==> src/rtl/array_wr_sched.sv <==
// Round-robin write scheduler and clear sweeper for a register array.
// Ports: i_req/i_idx/i_data per requester, o_gnt one-hot grant,
//   i_clr starts a DEPTH-cycle clear sweep, o_busy flags the sweep,
//   o_arr exports the array, o_stall_cnt (ARRAY_WR_SCHED_STALL_CNT_EN)
//   counts IDLE cycles with at least one ungranted request.
module array_wr_sched #(
  parameter int N_REQ = 4,
  parameter int DEPTH = 8,
  parameter int WIDTH = 8,
  parameter logic [WIDTH-1:0] CLR_VAL = '0
) (
  input  logic                     i_clk,
  input  logic                     i_rst_n,
  input  logic                     i_req  [N_REQ],
  input  logic [$clog2(DEPTH)-1:0] i_idx  [N_REQ],
  input  logic [WIDTH-1:0]         i_data [N_REQ],
  output logic                     o_gnt  [N_REQ],
  input  logic                     i_clr,
  output logic                     o_busy,
  output logic [WIDTH-1:0]         o_arr  [DEPTH]
`ifdef ARRAY_WR_SCHED_STALL_CNT_EN
  ,
  output logic [7:0]               o_stall_cnt
`endif
);

  localparam int IW = $clog2(DEPTH);
  localparam int RW = $clog2(N_REQ);

  typedef enum logic {IDLE, SWEEP} state_e;

  state_e            state_q, state_d;
  logic [RW-1:0]     rr_q, rr_d;
  logic [IW-1:0]     sidx_q, sidx_d;
  logic [WIDTH-1:0]  arr_q [DEPTH];
  logic [WIDTH-1:0]  arr_d [DEPTH];
  logic              busy_q, busy_d;

  logic [N_REQ-1:0]  req_v;
  logic [N_REQ-1:0]  gnt_v;
  logic [RW-1:0]     cand;
  logic [RW-1:0]     win;
  logic              found;
  logic              do_gnt;

  // First asserted request at or above rr, wrapping at N_REQ.
  always_comb begin
    found = 1'b0;
    win   = '0;
    cand  = '0;
    req_v = '0;
    for (int k = 0; k < N_REQ; k++) begin
      req_v[k] = i_req[k];
    end
    for (int off = 0; off < N_REQ; off++) begin
      cand = RW'((int'(rr_q) + off) % N_REQ);
      if (!found && i_req[cand]) begin
        found = 1'b1;
        win   = cand;
      end
    end
    do_gnt = i_rst_n && (state_q == IDLE) && !i_clr && found;
    gnt_v  = '0;
    if (do_gnt) begin
      gnt_v[win] = 1'b1;
    end
  end

  always_comb begin
    for (int k = 0; k < N_REQ; k++) begin
      o_gnt[k] = gnt_v[k];
    end
  end

  always_comb begin
    state_d = state_q;
    rr_d    = rr_q;
    sidx_d  = sidx_q;
    arr_d   = arr_q;
    unique case (state_q)
      IDLE: begin
        if (i_clr) begin
          state_d = SWEEP;
          sidx_d  = '0;
        end else if (found) begin
          rr_d = RW'((int'(win) + 1) % N_REQ);
          // Out-of-range targets are granted but dropped.
          if (int'(i_idx[win]) < DEPTH) begin
            arr_d[i_idx[win]] = i_data[win];
          end
        end
      end
      SWEEP: begin
        arr_d[sidx_q] = CLR_VAL;
        sidx_d        = sidx_q + 1'b1;
        if (int'(sidx_q) == DEPTH - 1) begin
          state_d = IDLE;
        end
      end
      default: state_d = IDLE;
    endcase
    busy_d = (state_d == SWEEP);
  end

  always_ff @(posedge i_clk) begin
    if (!i_rst_n) begin
      state_q <= IDLE;
      rr_q    <= '0;
      sidx_q  <= '0;
      busy_q  <= 1'b0;
      for (int e = 0; e < DEPTH; e++) begin
        arr_q[e] <= '0;
      end
    end else begin
      state_q <= state_d;
      rr_q    <= rr_d;
      sidx_q  <= sidx_d;
      busy_q  <= busy_d;
      arr_q   <= arr_d;
    end
  end

  assign o_busy = busy_q;
  assign o_arr  = arr_q;

`ifdef ARRAY_WR_SCHED_STALL_CNT_EN
  logic [7:0] stall_q, stall_d;

  // A clear cycle grants nothing, so every request then counts as lost.
  always_comb begin
    stall_d = stall_q;
    if ((state_q == IDLE) && ((req_v & ~gnt_v) != '0)
        && (stall_q != 8'hFF)) begin
      stall_d = stall_q + 8'd1;
    end
  end

  always_ff @(posedge i_clk) begin
    if (!i_rst_n) begin
      stall_q <= '0;
    end else begin
      stall_q <= stall_d;
    end
  end

  assign o_stall_cnt = stall_q;
`endif

endmodule

==> config.mk <==
export PLATFORM = sky130hd
export DESIGN_NAME = array_wr_sched
export DESIGN_NICKNAME = d
export VERILOG_FILES = /design/src/rtl/array_wr_sched.sv
export SDC_FILE = /design/constraint.sdc
export NUM_CORES = 1
export LEC_CHECK = 0
export CAP_MARGIN = 10
export CORE_MARGIN = 4
export CORE_UTILIZATION = 45
export DETAILED_ROUTE_END_ITERATION = 8
export MAX_ROUTING_LAYER = met4
export PLACE_DENSITY = 0.83
export SYNTH_ARGS = -nofsm -noshare
export SYNTH_HDL_FRONTEND = slang
export SYNTH_SLANG_ARGS = --single-unit
==> constraint.sdc <==
create_clock -name i_clk -period 3.75 [get_ports i_clk]
set_clock_uncertainty 0.1 [all_clocks]
set_input_delay 0.75 -clock i_clk [delete_from_list [all_inputs] [get_ports i_clk]]
set_output_delay 0.75 -clock i_clk [all_outputs]
set_load 0.01 [all_outputs]
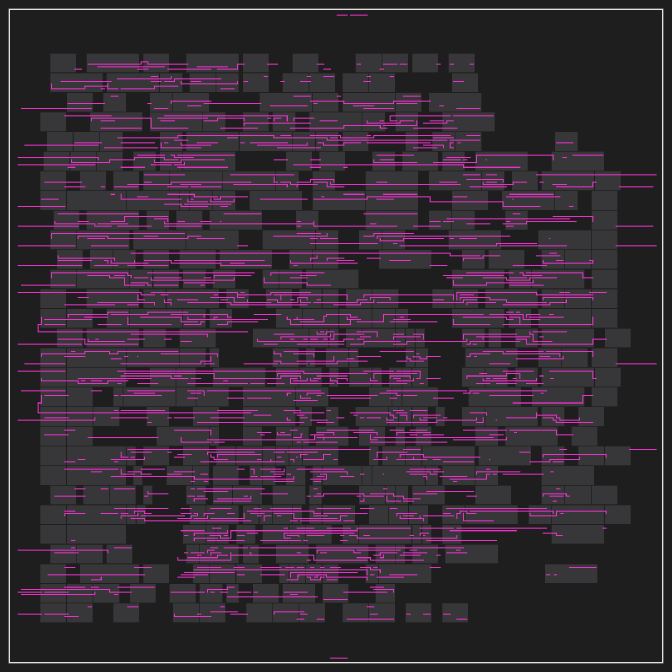
Figure 1: run 1, M1 wires.
Cells faint in the background.
The longest straight run is 44.2 um. The wires run mostly horizontal. The layer carries 4010 um of wire. The layer holds 44% of the routed length.

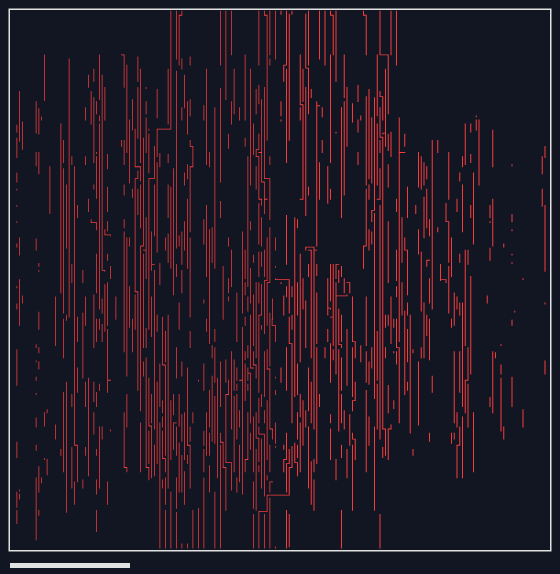
Figure 2: run 1, the metal 2 layer.
The bar under the picture is 20 um long.
The layer holds 47% of the routed length. The wires run mostly vertical. The layer carries 4280 um of wire. 417 nets have wire on it.
final WL: 9140 um
met2 GRT Util: 0.3528
DR vias: 2797

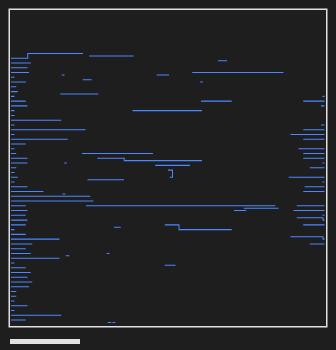
Figure 3: run 1, met3 routing.
The bar under the picture is 20 um long.
The wires run mostly horizontal. The layer holds 7.3% of the routed length. The longest straight run is 53.8 um. 95 nets have wire on it.

==> impl_metrics.env, run 1 <==
# flow metrics
export IMPL_status="completed"
export IMPL_postCtsHoldBufs=0
export IMPL_nets=456
export IMPL_yosys_warnings=0
export IMPL_drc_errors=0
export IMPL_worstHoldStart="o_arr[36]"
export IMPL_post_cts_resized=0
export IMPL_hp_class="reg2reg"
export IMPL_setup_violations=0
export IMPL_firstDrtPassIters=4
export IMPL_antenna_found_initial=0
export IMPL_timing_final_ws_setup_ns=0.08908
export IMPL_placed_area_mm2=0.004349
export IMPL_simple_gate_area_frac=0.1424
export IMPL_ys_cells=267
export IMPL_place_gp_congestion=0.9219
export IMPL_min_period_ns=3.661
export IMPL_die_h_um=90.30
export IMPL_flop_area_mm2=0.001401
export IMPL_grt_max_degree=17
export IMPL_yosysTopAreaCell="dfxtp_1"
export IMPL_synthArstFlopShare=0
export IMPL_grt_first_pass_wirelength_um=14260
export IMPL_h_tree_depth=3
export IMPL_fp_util=0.4719
export IMPL_ys_ff=70
export IMPL_fmax_ghz=0.2732
export IMPL_worstMarginPinSlew_ns=0.6407
export IMPL_p_per_area_mw_per_mm2=406.7
export IMPL_wl_met3_um=670
export IMPL_die_w_um=90.30
export IMPL_finalClockPeriodUsage=0.9762
export IMPL_ys_top_logic_family="AND-OR/OR-AND gates"
export IMPL_syn_nets=324
export IMPL_endpoint_kind="primary output"
export IMPL_clock_sinks=70
export IMPL_reg2reg_to="o_arr[34]"
export IMPL_place_inst=464
export IMPL_avgViaCountPerCell=5.815
export IMPL_coreArea_mm2=0.006459
export IMPL_ir_drop_v=0.0002763
export IMPL_io_pins=120
export IMPL_synthDistinctLibCells=44
export IMPL_leakagePower_nw=1.571
export IMPL_wl_per_cell_um=19.00
export IMPL_pre_cts_ws_ns=0.1029
export IMPL_crit_fanout=4
export IMPL_r2r_start="rr_q[1]"
export IMPL_ys_sh_xor=0
export IMPL_cts_buffers_inserted=9
export IMPL_die_area_mm2=0.008154
export IMPL_area_growth_syn_to_layout_pct=48.93
export IMPL_aoi_share=0.2915
export IMPL_track_usage=0.2280
export IMPL_worstSkewPairLatency_ns=0.35
export IMPL_clkSlewWorstSetupHoldPaths_ns=0.07
export IMPL_reg2regPathDepth=8
export IMPL_finalMaxSlewViolations=0
export IMPL_fillers=462
export IMPL_edf_count=0
export IMPL_hold_depth=1
export IMPL_synthTopCellsByArea="dfxtp_1 (46%), o2bb2ai_1 (18%), mux4_2 (5.9%), ha_1 (2.5%), nand2_1 (2.5%)"
export IMPL_final_util=0.7028
export IMPL_numPortBuffers=119
export IMPL_cts_tree="yes"
export IMPL_syn_area_per_cell_um2=11.42
export IMPL_final_cell_area_mm2=0.004539
export IMPL_overflow=0
export IMPL_crit_path_cell_trace="clkdlybuf4s50_1 -> nor2b_2 -> a211oi_2 -> nor2_2 -> inv_1 -> ha_1 -> and3_1 -> clkdlybuf4s50_1"
export IMPL_top_area_frac=0.4598
export IMPL_logic_area_mm2=0.001608
export IMPL_hold_slack_ns=0.3645
export IMPL_met2_length_um=4281
export IMPL_drt_met1_wl_um=4011
export IMPL_drtIter0Drc=131
export IMPL_maxSlewHeadroom=0.5713
export IMPL_hpwlAfterDp_um=6729
export IMPL_r2r_slack_ns=1.10
export IMPL_root_buffer="clkbuf_8"
export IMPL_ys_area_mm2=0.003048
export IMPL_drv_cap=0
run 1: cells in the final DEF (no fill, tap or decap), drive strengths merged, types with 7 or more instances in the layout:
| cell type | count |
|---|---|
| nor2 | 12 |
| mux4 | 8 |
| dfxtp | 70 |
| clkdlybuf4s50 | 119 |
| nand2 | 20 |
| a21oi | 11 |
| nand3 | 15 |
| clkbuf | 10 |
| o2bb2ai | 65 |
| a211oi | 7 |
run 1: cell families (layout without fill, tap and decap cells):
| kind of cell | Yosys count | in the layout |
|---|---|---|
| AND-OR/OR-AND | 99 | 99 |
| adder cells (fa/ha/maj) | 6 | 6 |
| flip-flops | 70 | 70 |
| AND/OR/NAND/NOR | 73 | 73 |
| buffers and inverters | 8 | 145 |
| multiplexers | 11 | 11 |
run 1: flip-flops by register name (all words and copies together) (netlist names):
name / cells
rr_q: 2
o_busy: 1
sidx_q: 3
o_arr: 64
run 1: synthesized netlist by cell type, drive strengths merged (3+ instances only):
master   count
nand2       20
nor2b        6
nand3       15
o21ai        4
nor4         3
a21boi       4
o2bb2ai     65
and3         6
nor2        12
mux2i        3
a211oi       7
inv          4
ha           6
mux4         8
nor3         3
dfxtp       70
a21oi       11
run 1: layer usage:
metal | global-route usage | vias to the layer above
met5 | - | -
met3 | 0.06833 | 16
met1 | 0.2866 | 1342
li1 | - | 1318
met2 | 0.3528 | 121
met4 | 0.07398 | 0
run 1: what timing repair did:
item                                   CTS  global route
endpoints found under the hold margin    0             0
setup buffers                            0             1
setup endpoints to repair                0             2
run 1: area by class of cell:
class	count	share of cell area
Multi-Input combinational cell	189	0.3542
Sequential cell	70	0.3087
Timing Repair Buffer	125	0.2723
Clock buffer	10	0.03032
Tap cell	77	0.02122
Clock inverter	6	0.009923
Inverter	4	0.003308
run 1: power breakdown:
group / switching (mW) / internal [mW] / total (mW)
Sequential: 0.0309 / 0.784 / 0.815
Combinational: 0.249 / 0.223 / 0.472
Clock: 0.298 / 0.261 / 0.559
Total: 0.578 / 1.27 / 1.85
run 1: worst max-delay path, delay by kind of cell:
kind            cells  cell delay [ns]
simple gates        3             0.63
fa+ha+maj           1             0.20
buf+inv             3             1.12
compound gates      1             0.11
run 1: worst max path at each step:
stage | startpoint | slack, ns | cells past startpoint | endpoint
after floorplan | i_req[3] | 0.79 | 7 | o_gnt[2]
after global placement | i_req[3] | 0.22 | 8 | o_gnt[1]
after detailed placement | i_req[3] | 0.10 | 8 | o_gnt[1]
after CTS | i_req[3] | 0.10 | 8 | o_gnt[1]
after global routing | i_req[1] | -0.006 | 8 | o_gnt[3]
final | i_req[1] | 0.09 | 8 | o_gnt[3]
Figure 4. Clock nets (run 1).
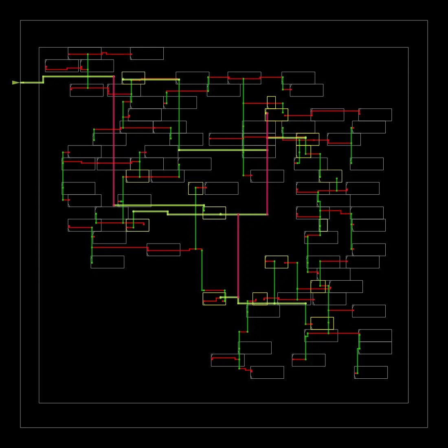

==> run 2: changes to the inputs <==
--- a/config.mk
+++ b/config.mk
@@ -11,6 +11,7 @@
 export DETAILED_ROUTE_END_ITERATION = 8
 export MAX_ROUTING_LAYER = met4
 export PLACE_DENSITY = 0.83
+export SETUP_SLACK_MARGIN = 0.15
 export SYNTH_ARGS = -nofsm -noshare
 export SYNTH_HDL_FRONTEND = slang
 export SYNTH_SLANG_ARGS = --single-unit
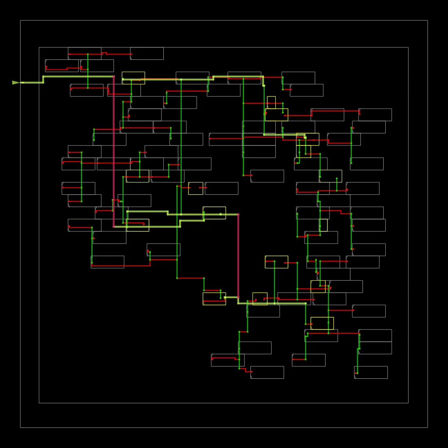
Figure 5: run 2, clock nets.
clock buffer count from CTS: 9
clk pwr: 0.560 mW
Latency at later pin: 0.34 ns
clock buffers: 10
Seq cells: 70

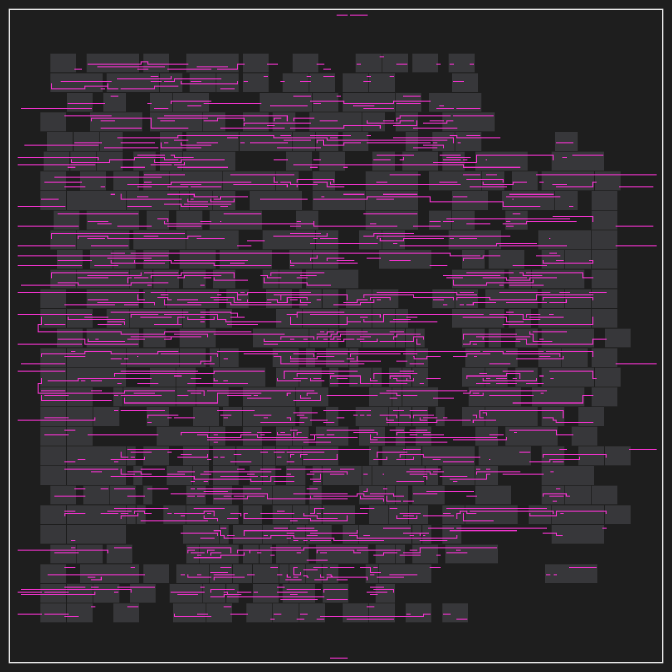
Figure 6: run 2, M1 wires.
Cells faint in the background.
409 nets have wire on it. The layer holds 43% of the routed length. The longest straight run is 44.2 um. The layer carries 3950 um of wire. The wires run mostly horizontal.
GR Layer Usage met1: 0.2871
DR vias: 2809
final WL: 9209 um

==> impl_metrics.env, run 2 <==
# flow metrics
export IMPL_antenna_found_initial=0
export IMPL_leakagePower_nw=1.610
export IMPL_yosysTopAreaCell="dfxtp_1"
export IMPL_syn_nets=324
export IMPL_layout_top_cell="clkdlybuf4s50_1"
export IMPL_die_area_mm2=0.008154
export IMPL_overflow=0
export IMPL_finalClockPeriodUsage=0.9247
export IMPL_min_period_ns=3.468
export IMPL_synth_most_common_cell="dfxtp_1"
export IMPL_nets=458
export IMPL_hp_class="reg2reg"
export IMPL_area_growth_syn_to_layout_pct=50.70
export IMPL_ir_drop_v=0.0002763
export IMPL_fmax_ghz=0.2884
export IMPL_ys_ff=70
export IMPL_largest_register_ffs=64
export IMPL_worstMarginPinSlew_ns=0.6367
export IMPL_fp_util=0.4719
export IMPL_coreArea_mm2=0.006459
export IMPL_hold_slack_ns=0.3645
export IMPL_r2r_slack_ns=1.01
export IMPL_crit_fanout=5
export IMPL_cts_tree="yes"
export IMPL_track_usage=0.2293
export IMPL_status="completed"
export IMPL_syn_area_per_cell_um2=11.42
export IMPL_drv_cap=0
export IMPL_fillers=449
export IMPL_drc_errors=0
export IMPL_synthTopCellsByCount="dfxtp_1 (70), o2bb2ai_1 (64), nand2_1 (20)"
export IMPL_synthDistinctLibCells=44
export IMPL_clkSlewWorstSetupHoldPaths_ns=0.07
export IMPL_grt_first_pass_wirelength_um=14340
export IMPL_drtIter0Drc=138
export IMPL_p_per_area_mw_per_mm2=404.0
export IMPL_top_area_frac=0.4598
export IMPL_maxSlewHeadroom=0.5740
export IMPL_edf_count=0
export IMPL_wl_per_cell_um=19.07
export IMPL_clock_sinks=70
export IMPL_hpwlAfterDp_um=6729
export IMPL_numPortBuffers=119
export IMPL_setup_violations=0
export IMPL_final_cell_mix="clkdlybuf4s50_1 (116), dfxtp_1 (70), o2bb2ai_1 (64), nand2_1 (19), clkbuf_8 (10)"
export IMPL_ys_area_mm2=0.003048
export IMPL_postCtsHoldBufs=0
export IMPL_avgViaCountPerCell=5.816
export IMPL_grt_max_degree=17
export IMPL_die_h_um=90.30
export IMPL_synthTopCellsByArea="dfxtp_1 (46%), o2bb2ai_1 (18%), mux4_2 (5.9%), ha_1 (2.5%), nand2_1 (2.5%)"
export IMPL_h_tree_depth=3
export IMPL_endpoint_kind="primary output"
export IMPL_die_w_um=90.30
export IMPL_ys_cells=267
[run 2: cell counts after synthesis]
Identical to the previous run, type by type.
[run 2: stage by stage]
step	power, mW	setup slack, ns	cells	utilization	cell area [um2]
6_report	1.856	0.2825	483	0.7112	4593
5_1_grt	1.930	0.1706	483	0.7112	4593
4_1_cts	1.853	0.1585	481	0.7040	4547
3_5_place_dp	1.300	0.1029	464	0.6734	4349
3_3_place_gp	1.290	0.2159	464	0.6734	4349
2_1_floorplan	1.092	0.7895	267	-	3048
[run 2: repair_timing]
action | in CTS | in global routing
endpoints found under the setup margin | 3 | 4
gates cloned | 0 | 0
buffers inserted | 1 | 2
pin swaps | 1 | 2
gates resized | 3 | 8
[run 2: area by class of cell]
| cell class | count | area, um2 | share of cell area |
|---|---|---|---|
| inverter | 4 | 17.52 | 0.003814 |
| clock buffer | 10 | 137.6 | 0.02996 |
| timing repair buffer | 127 | 1255 | 0.2732 |
| clock inverter | 6 | 45.04 | 0.009807 |
| tap | 77 | 96.34 | 0.02098 |
| sequential | 70 | 1401 | 0.3051 |
| multi-input combinational | 189 | 1640 | 0.3571 |
[run 2: critical path, cell delays in order]
cell,delay (ns)
clkdlybuf4s50_1,0.63
nor4_2,0.12
nor3_1,0.35
and3_1,0.22
clkdlybuf4s50_1,0.55
[run 2: power breakdown]
| group | total, mW | internal (mW) | leakage (nW) | switching [mW] |
|---|---|---|---|---|
| Clock | 0.560 | 0.261 | 0.0966 | 0.299 |
| Sequential | 0.816 | 0.784 | 0.567 | 0.0312 |
| Combinational | 0.480 | 0.226 | 0.946 | 0.254 |
| Total | 1.86 | 1.27 | 1.61 | 0.584 |
[run 2: worst paths after layout]
check	end	start	cells after the start
setup / recovery	o_gnt[3]	i_req[0]	5
hold / removal	o_arr[36]	o_arr[36]	1
setup reg to reg	o_arr[34]	rr_q[1]	9
hold reg to reg	o_arr[36]	o_arr[36]	1
[run 2: logic make-up after synthesis]
group	synth area share
flops	0.4598
fa+ha+maj	0.02463
buf+inv	0.01272
mux	0.06896
compound gates	0.2915
simple gates	0.1424
[run 2: layer usage]
metal | GRT usage | wire (um)
met1 | 0.2871 | 3948
met2 | 0.3566 | 4367
met3 | 0.06833 | 758
met4 | 0.07398 | 135
met5 | - | 0
Figure 7. Met3 routing (run 2).
The bar under the picture is 20 um long.
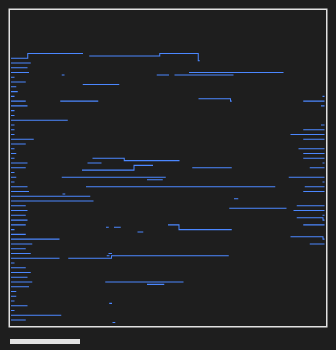

==> run 3: changes to the inputs <==
--- a/config.mk
+++ b/config.mk
@@ -11,6 +11,7 @@
 export DETAILED_ROUTE_END_ITERATION = 8
 export MAX_ROUTING_LAYER = met4
 export PLACE_DENSITY = 0.83
+export REMOVE_ABC_BUFFERS = 1
 export SETUP_SLACK_MARGIN = 0.15
 export SYNTH_ARGS = -nofsm -noshare
 export SYNTH_HDL_FRONTEND = slang
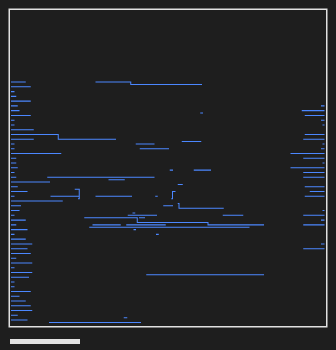
Figure 8: run 3, met3 routing.
The bar under the picture is 20 um long.
The wires run mostly horizontal. The layer carries 627 um of wire. 92 nets have wire on it.

==> impl_metrics.env, run 3 <==
# flow metrics
export IMPL_hp_class="reg2reg"
export IMPL_drt_wl_total_um=9453
export IMPL_nets=458
export IMPL_worstMarginPinSlew_ns=0.5738
export IMPL_min_period_ns=3.565
export IMPL_area_growth_syn_to_layout_pct=51.52
export IMPL_postCtsHoldBufs=0
export IMPL_vias=2834
export IMPL_clock_sinks=70
export IMPL_drv_cap=0
export IMPL_final_cell_area_mm2=0.004618
export IMPL_ys_area_mm2=0.003048
export IMPL_cts_tree="yes"
export IMPL_warnings=28
export IMPL_synthTopCellsByArea="dfxtp_1 (46%), o2bb2ai_1 (18%), mux4_2 (5.9%), ha_1 (2.5%), nand2_1 (2.5%)"
export IMPL_syn_area_per_cell_um2=11.42
export IMPL_timing_final_ws_setup_ns=0.1855
export IMPL_drtIter0Drc=167
export IMPL_hold_slack_ns=0.3648
export IMPL_cp_slowest_cell="clkdlybuf4s50_1"
export IMPL_grt_first_pass_wirelength_um=14420
export IMPL_critPathMaxStageDelay_ns=0.54
export IMPL_overflow=0
export IMPL_min_to="o_arr[55]"
export IMPL_yosysTopAreaCell="dfxtp_1"
export IMPL_hpwlAfterDp_um=6770
export IMPL_ys_ff=70
export IMPL_top_area_frac=0.4598
export IMPL_die_h_um=90.30
export IMPL_layout_top_cell="clkdlybuf4s50_1"
export IMPL_avgViaCountPerCell=5.867
export IMPL_aoi_share=0.2915
export IMPL_largest_register_ffs=64
export IMPL_ys_top_logic_family="AND-OR/OR-AND gates"
export IMPL_status="completed"
export IMPL_fin_tns_setup_ns=0
export IMPL_power_mw=1.979
export IMPL_fillers=491
export IMPL_final_cell_mix="clkdlybuf4s50_1 (115), dfxtp_1 (70), o2bb2ai_1 (64), nand2_1 (19)"
export IMPL_maxSlewHeadroom=0.6161
export IMPL_edf_count=0
export IMPL_cpMostUsedCell="clkdlybuf4s50_1"
export IMPL_endpoint_kind="primary output"
export IMPL_ys_sh_xor=0
export IMPL_setup_violations=0
export IMPL_antenna_found_initial=0
export IMPL_placed_area_mm2=0.004349
export IMPL_coreArea_mm2=0.006459
export IMPL_leakagePower_nw=1.647
export IMPL_clkSlewWorstSetupHoldPaths_ns=0.08
export IMPL_reg2reg_to="o_arr[52]"
export IMPL_synthDistinctLibCells=44
export IMPL_instances_no_fill=483
export IMPL_crit_fanout=4
export IMPL_crit_path_cell_trace="clkdlybuf4s50_1 -> nor2b_1 -> o21a_1 -> nor2_2 -> ha_1 -> and3_1 -> clkdlybuf4s50_1"
export IMPL_fp_util=0.4719
export IMPL_grt_max_degree=17
export IMPL_simple_gate_area_frac=0.1424
export IMPL_reg2regPathDepth=9
export IMPL_wl_per_cell_um=19.57
export IMPL_ys_sh_adder=0.02463
export IMPL_mux_share=0.06897
export IMPL_fmax_ghz=0.2805
export IMPL_synthTopCellsByCount="dfxtp_1 (70), o2bb2ai_1 (64), nand2_1 (20)"
export IMPL_r2r_start="rr_q[1]"
export IMPL_hold_depth=1
export IMPL_drc_errors=0
export IMPL_place_inst=464
export IMPL_h_tree_depth=3
export IMPL_drt_met1_wl_um=4187
export IMPL_die_area_mm2=0.008154
export IMPL_pre_cts_ws_ns=0.08839
export IMPL_synth_most_common_cell="dfxtp_1"
export IMPL_r2r_slack_ns=1.04
export IMPL_grt_setup_unrepaired="no"
export IMPL_wl_met3_um=626
export IMPL_track_usage=0.2278
export IMPL_ir_drop_v=0.0002263
export IMPL_die_w_um=90.30
export IMPL_finalClockPeriodUsage=0.9505
export IMPL_worstSkewPairLatency_ns=0.33
export IMPL_numPortBuffers=119
export IMPL_p_per_area_mw_per_mm2=428.5
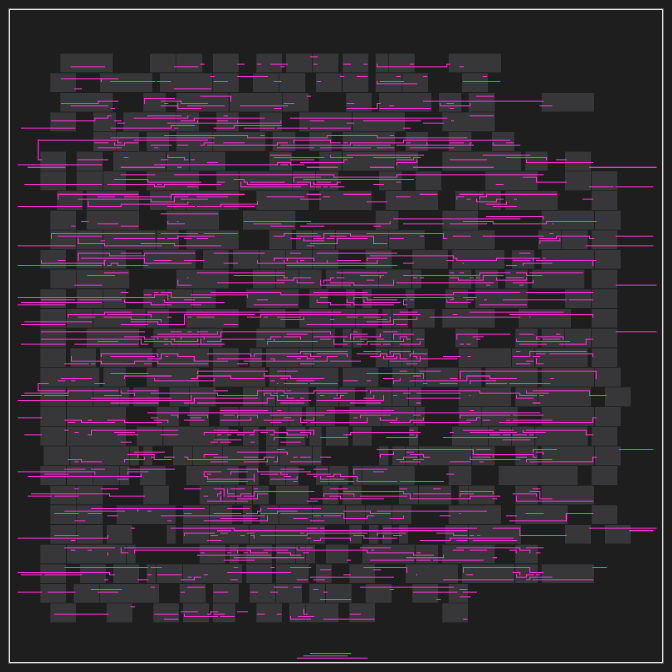
Figure 9: run 3, M1 wires.
Cells faint in the background.
The longest straight run is 54.3 um. 406 nets have wire on it. The layer carries 4190 um of wire.

==> run 3: cell counts after synthesis <==
Identical to the previous run, type by type.
==> run 3: logic make-up after synthesis <==
logic type,Yosys count
compound gates,99
fa+ha+maj,6
buf+inv,8
flops,70
mux,11
simple gates,73
==> run 3: what timing repair did <==
| action | in CTS | in global routing |
|---|---|---|
| gates resized | 2 | 7 |
| setup buffers | 1 | 2 |
| setup endpoints to repair | 3 | 3 |
| pin swaps | 3 | 2 |
==> run 3: per-layer routing <==
layer / vias up / global-route usage
li1: 1325 / -
met1: 1370 / 0.2974
met2: 122 / 0.3603
met3: 17 / 0.04500
met4: 0 / 0.06633
met5: - / -
==> run 3: report_power, final <==
group	switching (mW)	leakage, nW	internal, mW
clock	0.304	0.114	0.377
combinational	0.254	0.966	0.228
sequential	0.0315	0.567	0.784
total	0.590	1.65	1.39
==> run 3: layout make-up <==
class,count,area (um2),area share
Clock inverter,7,96.34,0.02086
Sequential cell,70,1401,0.3034
Multi-Input combinational cell,189,1632,0.3533
Tap cell,77,96.34,0.02086
Inverter,4,15.01,0.003251
Timing Repair Buffer,127,1254,0.2715
Clock buffer,9,123.9,0.02682
==> run 3: worst max-delay path by stage <==
| stage | slack [ns] | depth (start not counted) | endpoint | startpoint |
|---|---|---|---|---|
| 2_1_floorplan | 0.74 | 6 | o_gnt[2] | i_req[3] |
| 3_3_place_gp | 0.19 | 8 | o_gnt[3] | i_req[1] |
| 3_5_place_dp | 0.09 | 8 | o_gnt[3] | i_req[1] |
| 4_1_cts | 0.18 | 8 | o_gnt[2] | i_req[1] |
| 5_1_grt | 0.13 | 7 | o_gnt[0] | i_req[3] |
| 6_report | 0.19 | 7 | o_gnt[0] | i_req[3] |
==> run 3: critical path, delay by kind of cell <==
kind                       cells  cell delay, ns
buffers and inverters          2            1.03
and+or+nand+nor                3            0.53
AOI/OAI and AO/OA              1            0.22
adders and majority gates      1            0.17
No activity file was given, so power comes from the tool's default toggle rates.
